### Placement by cell class, run 1

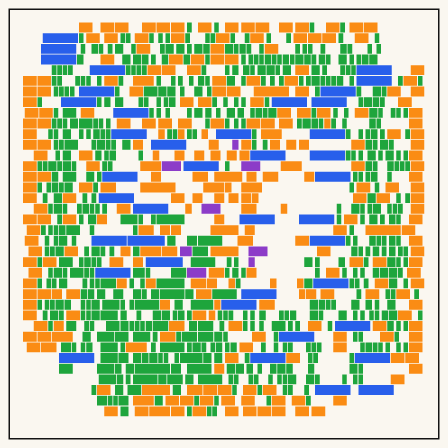
### Metal 3, run 1

Bar = 20 µm.
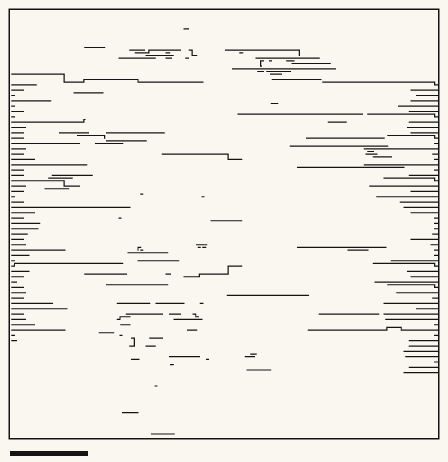
### Cell outlines without signal wires, run 1

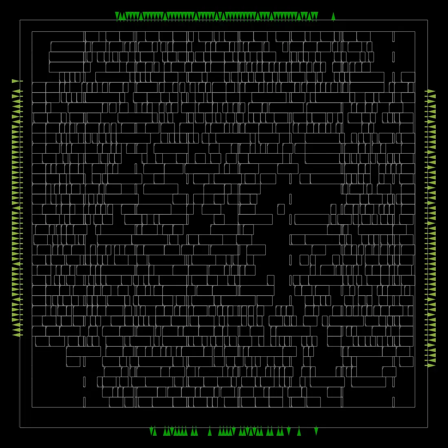
### Register map, names as in the netlist, run 1

Bar = 20 µm. Other sequential cells in the stronger gray, the rest of the logic in the fainter gray.
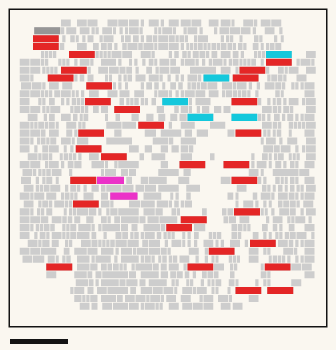
[src/rtl/tomasulo_pkg.sv]
// Shared Tomasulo core types: default bus widths, the "no tag" constant and the
// CDB broadcast record consumed by the reservation stations.
package tomasulo_pkg;

  localparam int LABEL_W = 5;
  localparam int DATA_W  = 32;

  localparam logic [LABEL_W-1:0] NO_LABEL = '0;

  typedef struct packed {
    logic               en;
    logic [LABEL_W-1:0] label;
    logic [DATA_W-1:0]  data;
  } cdb_bus_t;

endpackage

[src/rtl/rr_pick.sv]
// Rotating-priority encoder: picks the first requester at or after ptr,
// wrapping modulo N. Purely combinational; shared with the issue-port arbiter.
module rr_pick #(
  parameter  int N  = 4,
  localparam int IW = (N > 1) ? $clog2(N) : 1
) (
  input  logic [N-1:0]  req,
  input  logic [IW-1:0] ptr,
  output logic [N-1:0]  grant,
  output logic [IW-1:0] winner,
  output logic          any
);

  localparam logic [IW:0] N_EXT = (IW+1)'(N);

  logic [IW:0] idx;

  always_comb begin
    grant  = '0;
    winner = '0;
    any    = 1'b0;
    idx    = '0;
    for (int k = 0; k < N; k++) begin
      // ptr + k never exceeds 2N-2, so a single conditional subtract wraps it
      idx = {1'b0, ptr} + (IW+1)'(k);
      if (idx >= N_EXT) idx = idx - N_EXT;
      if (!any && req[idx[IW-1:0]]) begin
        grant[idx[IW-1:0]] = 1'b1;
        winner             = idx[IW-1:0];
        any                = 1'b1;
      end
    end
  end

endmodule

[src/rtl/cdb_arbiter.sv]
// Common Data Bus arbiter: round-robin choice among FU result requests with a
// registered BCEN/BClabel/BCdata broadcast. Define CDB_HOLD_EN to add bcStall.
module cdb_arbiter #(
  parameter int N_REQ   = 4,
  parameter int DATA_W  = tomasulo_pkg::DATA_W,
  parameter int LABEL_W = tomasulo_pkg::LABEL_W
) (
  input  logic                     clk,
  input  logic                     rst,
  input  logic [N_REQ-1:0]         req,
  input  logic [N_REQ*LABEL_W-1:0] reqLabel,
  input  logic [N_REQ*DATA_W-1:0]  reqData,
  output logic [N_REQ-1:0]         grant,
  output logic                     BCEN,
  output logic [LABEL_W-1:0]       BClabel,
  output logic [DATA_W-1:0]        BCdata
`ifdef CDB_HOLD_EN
  ,
  input  logic                     bcStall
`endif
);

  import tomasulo_pkg::*;

  localparam int PTR_W = $clog2(N_REQ);

  typedef struct packed {
    logic               en;
    logic [LABEL_W-1:0] label;
    logic [DATA_W-1:0]  data;
  } bus_t;

  logic [PTR_W-1:0]   ptr_reg;
  logic [PTR_W-1:0]   ptr_next;
  bus_t               bus_reg;
  logic               stall;
  logic [N_REQ-1:0]   pick_grant;
  logic [PTR_W-1:0]   pick_winner;
  logic               pick_any;
  logic [LABEL_W-1:0] label_arr [N_REQ];
  logic [DATA_W-1:0]  data_arr  [N_REQ];

`ifdef CDB_HOLD_EN
  assign stall = bcStall;
`else
  assign stall = 1'b0;
`endif

  for (genvar gi = 0; gi < N_REQ; gi++) begin : g_unpack
    assign label_arr[gi] = reqLabel[gi*LABEL_W +: LABEL_W];
    assign data_arr[gi]  = reqData[gi*DATA_W +: DATA_W];
  end

  rr_pick #(.N(N_REQ)) u_pick (
    .req    (req),
    .ptr    (ptr_reg),
    .grant  (pick_grant),
    .winner (pick_winner),
    .any    (pick_any)
  );

  // grant is what the FUs see as the handshake, so it must be dead in reset and stall
  assign grant = (rst || stall) ? '0 : pick_grant;

  assign ptr_next = (pick_winner == PTR_W'(N_REQ-1)) ? '0 : pick_winner + 1'b1;

  always_ff @(posedge clk or posedge rst) begin
    if (rst) begin
      ptr_reg       <= '0;
      bus_reg.en    <= 1'b0;
      bus_reg.label <= LABEL_W'(NO_LABEL);
      bus_reg.data  <= '0;
    end else if (!stall) begin
      if (pick_any) begin
        bus_reg.en    <= 1'b1;
        bus_reg.label <= label_arr[pick_winner];
        bus_reg.data  <= data_arr[pick_winner];
        ptr_reg       <= ptr_next;
      end else begin
        bus_reg.en <= 1'b0;
      end
    end
  end

  assign BCEN    = bus_reg.en;
  assign BClabel = bus_reg.label;
  assign BCdata  = bus_reg.data;

endmodule

[config.mk]
export PLATFORM = sky130hd
export DESIGN_NAME = cdb_arbiter
export DESIGN_NICKNAME = d
export VERILOG_FILES = /design/src/rtl/tomasulo_pkg.sv /design/src/rtl/rr_pick.sv /design/src/rtl/cdb_arbiter.sv
export SDC_FILE = /design/constraint.sdc
export NUM_CORES = 1
export LEC_CHECK = 0
export ABC_AREA = 1
export ABC_CLOCK_PERIOD_IN_PS = 2300
export CAP_MARGIN = 20
export CORE_MARGIN = 3
export CORE_UTILIZATION = 38
export DETAILED_ROUTE_END_ITERATION = 7
export GPL_TIMING_DRIVEN = 0
export PLACE_DENSITY = 0.87
export SYNTH_ARGS = -nofsm -noshare
export SYNTH_HDL_FRONTEND = slang
export SYNTH_SLANG_ARGS = --single-unit
[constraint.sdc]
create_clock -name clk -period 2.3 [get_ports clk]
set_input_delay 0.345 -clock clk [delete_from_list [all_inputs] [get_ports clk]]
set_output_delay 0.345 -clock clk [all_outputs]
set_load 0.05 [all_outputs]
==> GITHUB_STEP_SUMMARY, run 1 <==
## Implementation flow summary

| Metric | Value |
|---|---|
| Cycle use final | `111%` |
| XOR Share, Synth | `0%` |
| Hold Crit Class | `input port to asynchronous set/reset pin` |
| Fa+ha+maj area frac | `2.47%` |
| FP Util | `39.2%` |
| Clk buf depth | `2` |
| Die area | `11900 µm²` |
| # resized after CTS | `67` |
| Final antenna-violating net count | `0` |
| Crit path kind | `flop to output pin` |
| GR Layer Usage met1 | `30.2%` |
| Root Buffer | `clkbuf_8` |
| Delay-heaviest family, CP | `simple AND/OR/NAND/NOR gates` |
| Unique cell type count in the Yosys netlist | `28` |
| Largest net degree at the start of global routing | `40` |
| Minimum clock period | `2550 ps` |
| Max-area cell share | `24.7%` |
| CP Buf/Inv Count | `3` |
| Grt peak-use layer | `met2` |
| Iteration-0 DRC Markers | `365` |
| Yosys Warn Count | `0` |
| Crit path depth | `10` |
| Placed insts | `1034` |
| Synthesized cell area | `4050 µm²` |
| GRT Residual Overflow | `0` |
| Share of flip-flops with an asynchronous set or reset | `100%` |
| Sum Neg Setup Slack | `-5330 ps` |
| RePlAce Congestion | `0.899` |
| Number of top-level pins | `196` |
| Number of synthesized flops with an enable pin | `0` |
| GRT Total Usage | `24.2%` |
| DR DRC count | `0` |
| Final Worst Setup Slack | `-252 ps` |
| Worst hold slack | `305 ps` |
| Worst Path Required | `1960 ps` |
| Violated checks | `negative setup slack` |
| Num Clock Sinks | `40` |
| Most common reg cell | `dfrtp_1` |
| Syn Inst Count | `702` |
| Antenna cells | `0` |
| CTS buffer count | `5` |
| Fmax | `392 MHz` |
| CP max FO | `5` |
| Critical Path Start Type | `flop` |
| Placed Area | `6210 µm²` |
| TritonCTS clock tree | `yes` |
| Post-Syn Nets | `864` |
| Die H | `109 µm` |
| Max Slew Vio Count | `0` |
| Worst EP arrival | `2210 ps` |
| Post-synthesis compound-gate area fraction | `1.92%` |
| Initial antenna violation count | `0` |
| Slowest-stage cell, CP | `dfrtp_2` |
| Final setup vio count | `42` |
| Status | `complete, but fails checks` |
| R2R Path End | `BCdata[25]` |
| M2 GR Usage | `42.8%` |
| Crit. End Element | `output pin` |
| Die X | `109 µm` |
| Max-cap violations | `0` |
| Skew-Pair Late Insertion Delay | `300 ps` |
| Multi-input logic area | `2450 µm²` |
| Max-slew headroom at the worst pin | `61.2%` |
| Cells in synth_stat.txt | `702` |
| Worst-path clk slew | `90 ps` |
| Top comb family, area | `simple AND/OR/NAND/NOR gates` |
| Chip area in the Yosys report | `4050 µm²` |
| Row count | `37` |
| Synth mux share | `0%` |
| Post-synth regs | `40` |
| Top cells by count, synth | `nand2_1 (254), inv_1 (163), nand3_1 (86), nand4_1 (75), dfrtp_1 (40)` |
| Post-place setup slack | `-894 ps` |
| DP Wirelength | `11.0 mm` |
| Most frequent logic cell in the layout | `nand2_1` |
| Final hold viol count | `0` |
| Design area | `7090 µm²` |
| Critical path, cell by cell | `clkinvlp_4, ha_4, nand3_4, nand2_4, nand3_4, nor2_4, nand2_2, a31o_4, clkinvlp_4, buf_8` |
| FF-to-FF path depth | `15` |
| Port bufs | `195` |
| Unrepaired setup endpoints after global routing | `true` |
| Postcts setup bufs | `8` |
| Simple-gate area share of the yosys netlist | `49.4%` |
| Hold_buf cts | `0` |
About 'Placement by cell class':
| class | color | cells |
|---|---|---|
| all other logic | green | 616 |
| clock drivers and dummy loads | purple | 8 |
| other buffers and delay cells | orange | 273 |
| flip-flops | blue | 40 |

About 'Metal 3':
main direction: horizontal
longest straight run: 31.7 µm
final WL: 16.3 mm
grt met3 use: 5.27%

About 'Cell outlines without signal wires':
non-filler instance count after layout: 1073
Core ar.: 10300 µm²
Filler cells: 876
Seq area share: 14.1%

About 'Register map, names as in the netlist':
| name in the netlist | color | sequential cells |
|---|---|---|
| BClabel | cyan | 5 |
| BCdata | red | 32 |
| ptr_reg | magenta | 2 |
post-layout util: 68.7%
FF+latch area: 1000 µm²

## run 1: metal layers
metal  wire length, µm  share of wire (%)
met2              8060                 49
met4               293                1.8
met1              6500                 40
met5                 0                  0
met3              1430                8.8
## run 1: cell type report
cell class              instances  share of cell area (%)
clock buffers                   5                   0.970
flip-flops and latches         40                    14.1
well taps                     136                    2.40
multi-input cells             450                    34.6
clock inverters                 3                   0.265
repair buffers                227                    32.9
inverters                     166                    9.15
plain buffers                  46                    5.64
## run 1: worst max path at each step
| stage | end | slack [ps] | from |
|---|---|---|---|
| finish | grant[2] | -250 | ptr_reg[1] |
| global placement | grant[1] | -1330 | rst |
| floorplan | grant[3] | 10 | ptr_reg[1] |
| detailed placement | grant[2] | -890 | ptr_reg[1] |
| CTS | grant[2] | -140 | ptr_reg[1] |
| global route | grant[2] | -320 | ptr_reg[1] |
### Placement density heat map, run 1

The die is cut into 11 by 11 equal tiles; white is low, dark blue is high, 0 to 100% covered.
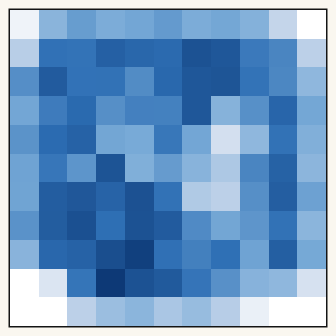

==> run 2, diff against run 1 <==
--- a/config.mk
+++ b/config.mk
@@ -13,6 +13,7 @@
 export DETAILED_ROUTE_END_ITERATION = 7
 export GPL_TIMING_DRIVEN = 0
 export PLACE_DENSITY = 0.87
+export SKIP_CTS_REPAIR_TIMING = 1
 export SYNTH_ARGS = -nofsm -noshare
 export SYNTH_HDL_FRONTEND = slang
 export SYNTH_SLANG_ARGS = --single-unit
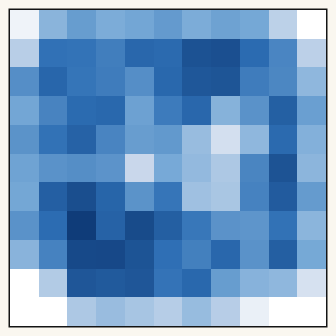
*Placement density heat map, run 2*
The die is cut into 11 by 11 equal tiles; white is low, dark blue is high, 0 to 100% covered.
emptiest ninth of the die: south-east
mean over tiles: 58%
tiles over 75% full: 28%
nearly empty tiles: 5.0%
fullest tile: 95%

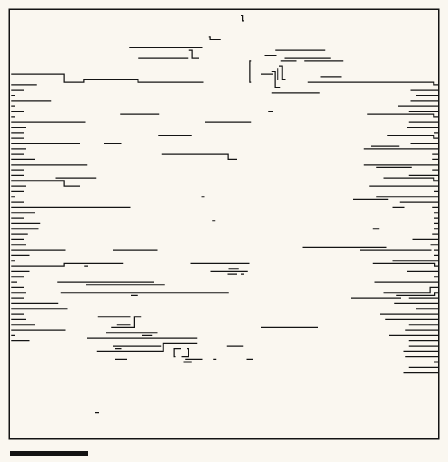
*Metal 3, run 2*
Bar = 20 µm.
share of all routed wire: 8.4%
wire length on this layer: 1350 µm
main direction: horizontal
longest straight run: 42.5 µm
via count: 5239
final WL: 16.1 mm
grt met3 use: 5.62%

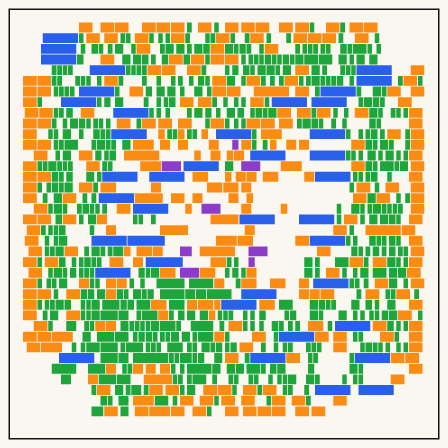
*Placement by cell class, run 2*
| class | color | cells |
|---|---|---|
| flip-flops | blue | 40 |
| other buffers and delay cells | orange | 277 |
| clock drivers and dummy loads | purple | 8 |
| all other logic | green | 616 |
design area: 7030 µm²
row count: 37
Seq area share: 14.3%

==> run 2 against run 1 <==
Effect of this change:
- the run still ends with negative setup slack left
- clock-buffer cell count unchanged
- worst setup slack got worse by 120 ps
- cell count is 0.37% higher
- highest routed layer unchanged
==> GITHUB_STEP_SUMMARY, run 2 <==
## Implementation flow summary

| Metric | Value |
|---|---|
| Final antenna-violating net count | `0` |
| Initial antenna violation count | `0` |
| CP max FO | `7` |
| Syn Inst Count | `702` |
| Status | `complete, but fails checks` |
| Highest routed layer | `met4` |
| FF+latch area | `1000 µm²` |
| Top comb family, area | `simple AND/OR/NAND/NOR gates` |
| ClkCell Share | `1.25%` |
| Leading cell kind | `buffers` |
| Synth mux share | `0%` |
| Unique cell type count in the Yosys netlist | `28` |
| Iteration-0 DRC Markers | `416` |
| Non-clock buffer share | `39.4%` |
| Final Worst Setup Slack | `-367 ps` |
| N_taps | `136` |
| Hold Crit Class | `input port to asynchronous set/reset pin` |
| Clk buf depth | `2` |
| Die X | `109 µm` |
| GRT Total Usage | `23.2%` |
| Root Buffer | `clkbuf_8` |
| Max-cap violations | `0` |
| Synthesized cell area | `4050 µm²` |
| Max Slew Vio Count | `0` |
| DR DRC count | `0` |
| Most common reg cell | `dfrtp_1` |
| Simple-gate area share of the yosys netlist | `49.4%` |
| Slowest-stage cell, CP | `dfrtp_2` |
| Worst hold slack | `303 ps` |
| Wire length on met1 | `6.71 mm` |
| CTS buffer count | `5` |
| Max-slew headroom at the worst pin | `61.0%` |
| Fmax | `375 MHz` |
| Most frequent logic cell in the layout | `nand2_1` |
| Non-clock buffer count in the final layout | `277` |
| Violated checks | `negative setup slack` |
| Filler cells | `902` |
| M2 GR Usage | `41.0%` |
| Post-layout util | `68.1%` |
| Number of synthesized flops with an enable pin | `0` |
| Chip area in the Yosys report | `4050 µm²` |
| FP Util | `39.2%` |
| Cells in synth_stat.txt | `702` |
| DP Wirelength | `11.0 mm` |
| Post-synthesis compound-gate area fraction | `1.92%` |
| Critical Path Start Type | `flop` |
| Final setup vio count | `43` |
| Die H | `109 µm` |
| Skew-Pair Late Insertion Delay | `300 ps` |
| GR Layer Usage met1 | `29.4%` |
| Worst Path Required | `1960 ps` |
| Placed Area | `6210 µm²` |
| CP Buf/Inv Count | `3` |
| XOR Share, Synth | `0%` |
| Logic inverters | `166` |
| Delay-heaviest family, CP | `simple AND/OR/NAND/NOR gates` |
| Unrepaired setup endpoints after global routing | `true` |
| Crit. End Element | `output pin` |
| Yosys Warn Count | `0` |
| Fa+ha+maj area frac | `2.47%` |
| Share of flip-flops with an asynchronous set or reset | `100%` |
| Die area | `11900 µm²` |
| Number of top-level pins | `196` |
| Post-synth regs | `40` |
| Crit path kind | `flop to output pin` |
| Final hold viol count | `0` |
| Grt peak-use layer | `met2` |
| Port bufs | `195` |
[run 2: cell counts after synthesis]
Identical to the previous run, type by type.
[run 2: metrics by stage]
stage	TNS [ps]	instances	worst slack (ps)
after floorplan	0	702	10.4
after global placement	-18890	1033	-1330
after detailed placement	-16150	1034	-894
after CTS	-18320	1042	-1230
after global routing	-12770	1077	-476
final	-7120	1077	-367
[run 2: final timing paths]
check	startpoint	end	slack, ps	depth (start not counted)
setup / recovery	ptr_reg[1]	grant[2]	-370	10
hold / removal	rst	BCdata[17]	300	2
setup reg to reg	ptr_reg[1]	BCdata[17]	-200	15
hold reg to reg	BCdata[3]	BCdata[3]	490	2
max in group asynchronous	rst	BCdata[3]	1540	3
min in group clk	BCdata[3]	BCdata[3]	490	2
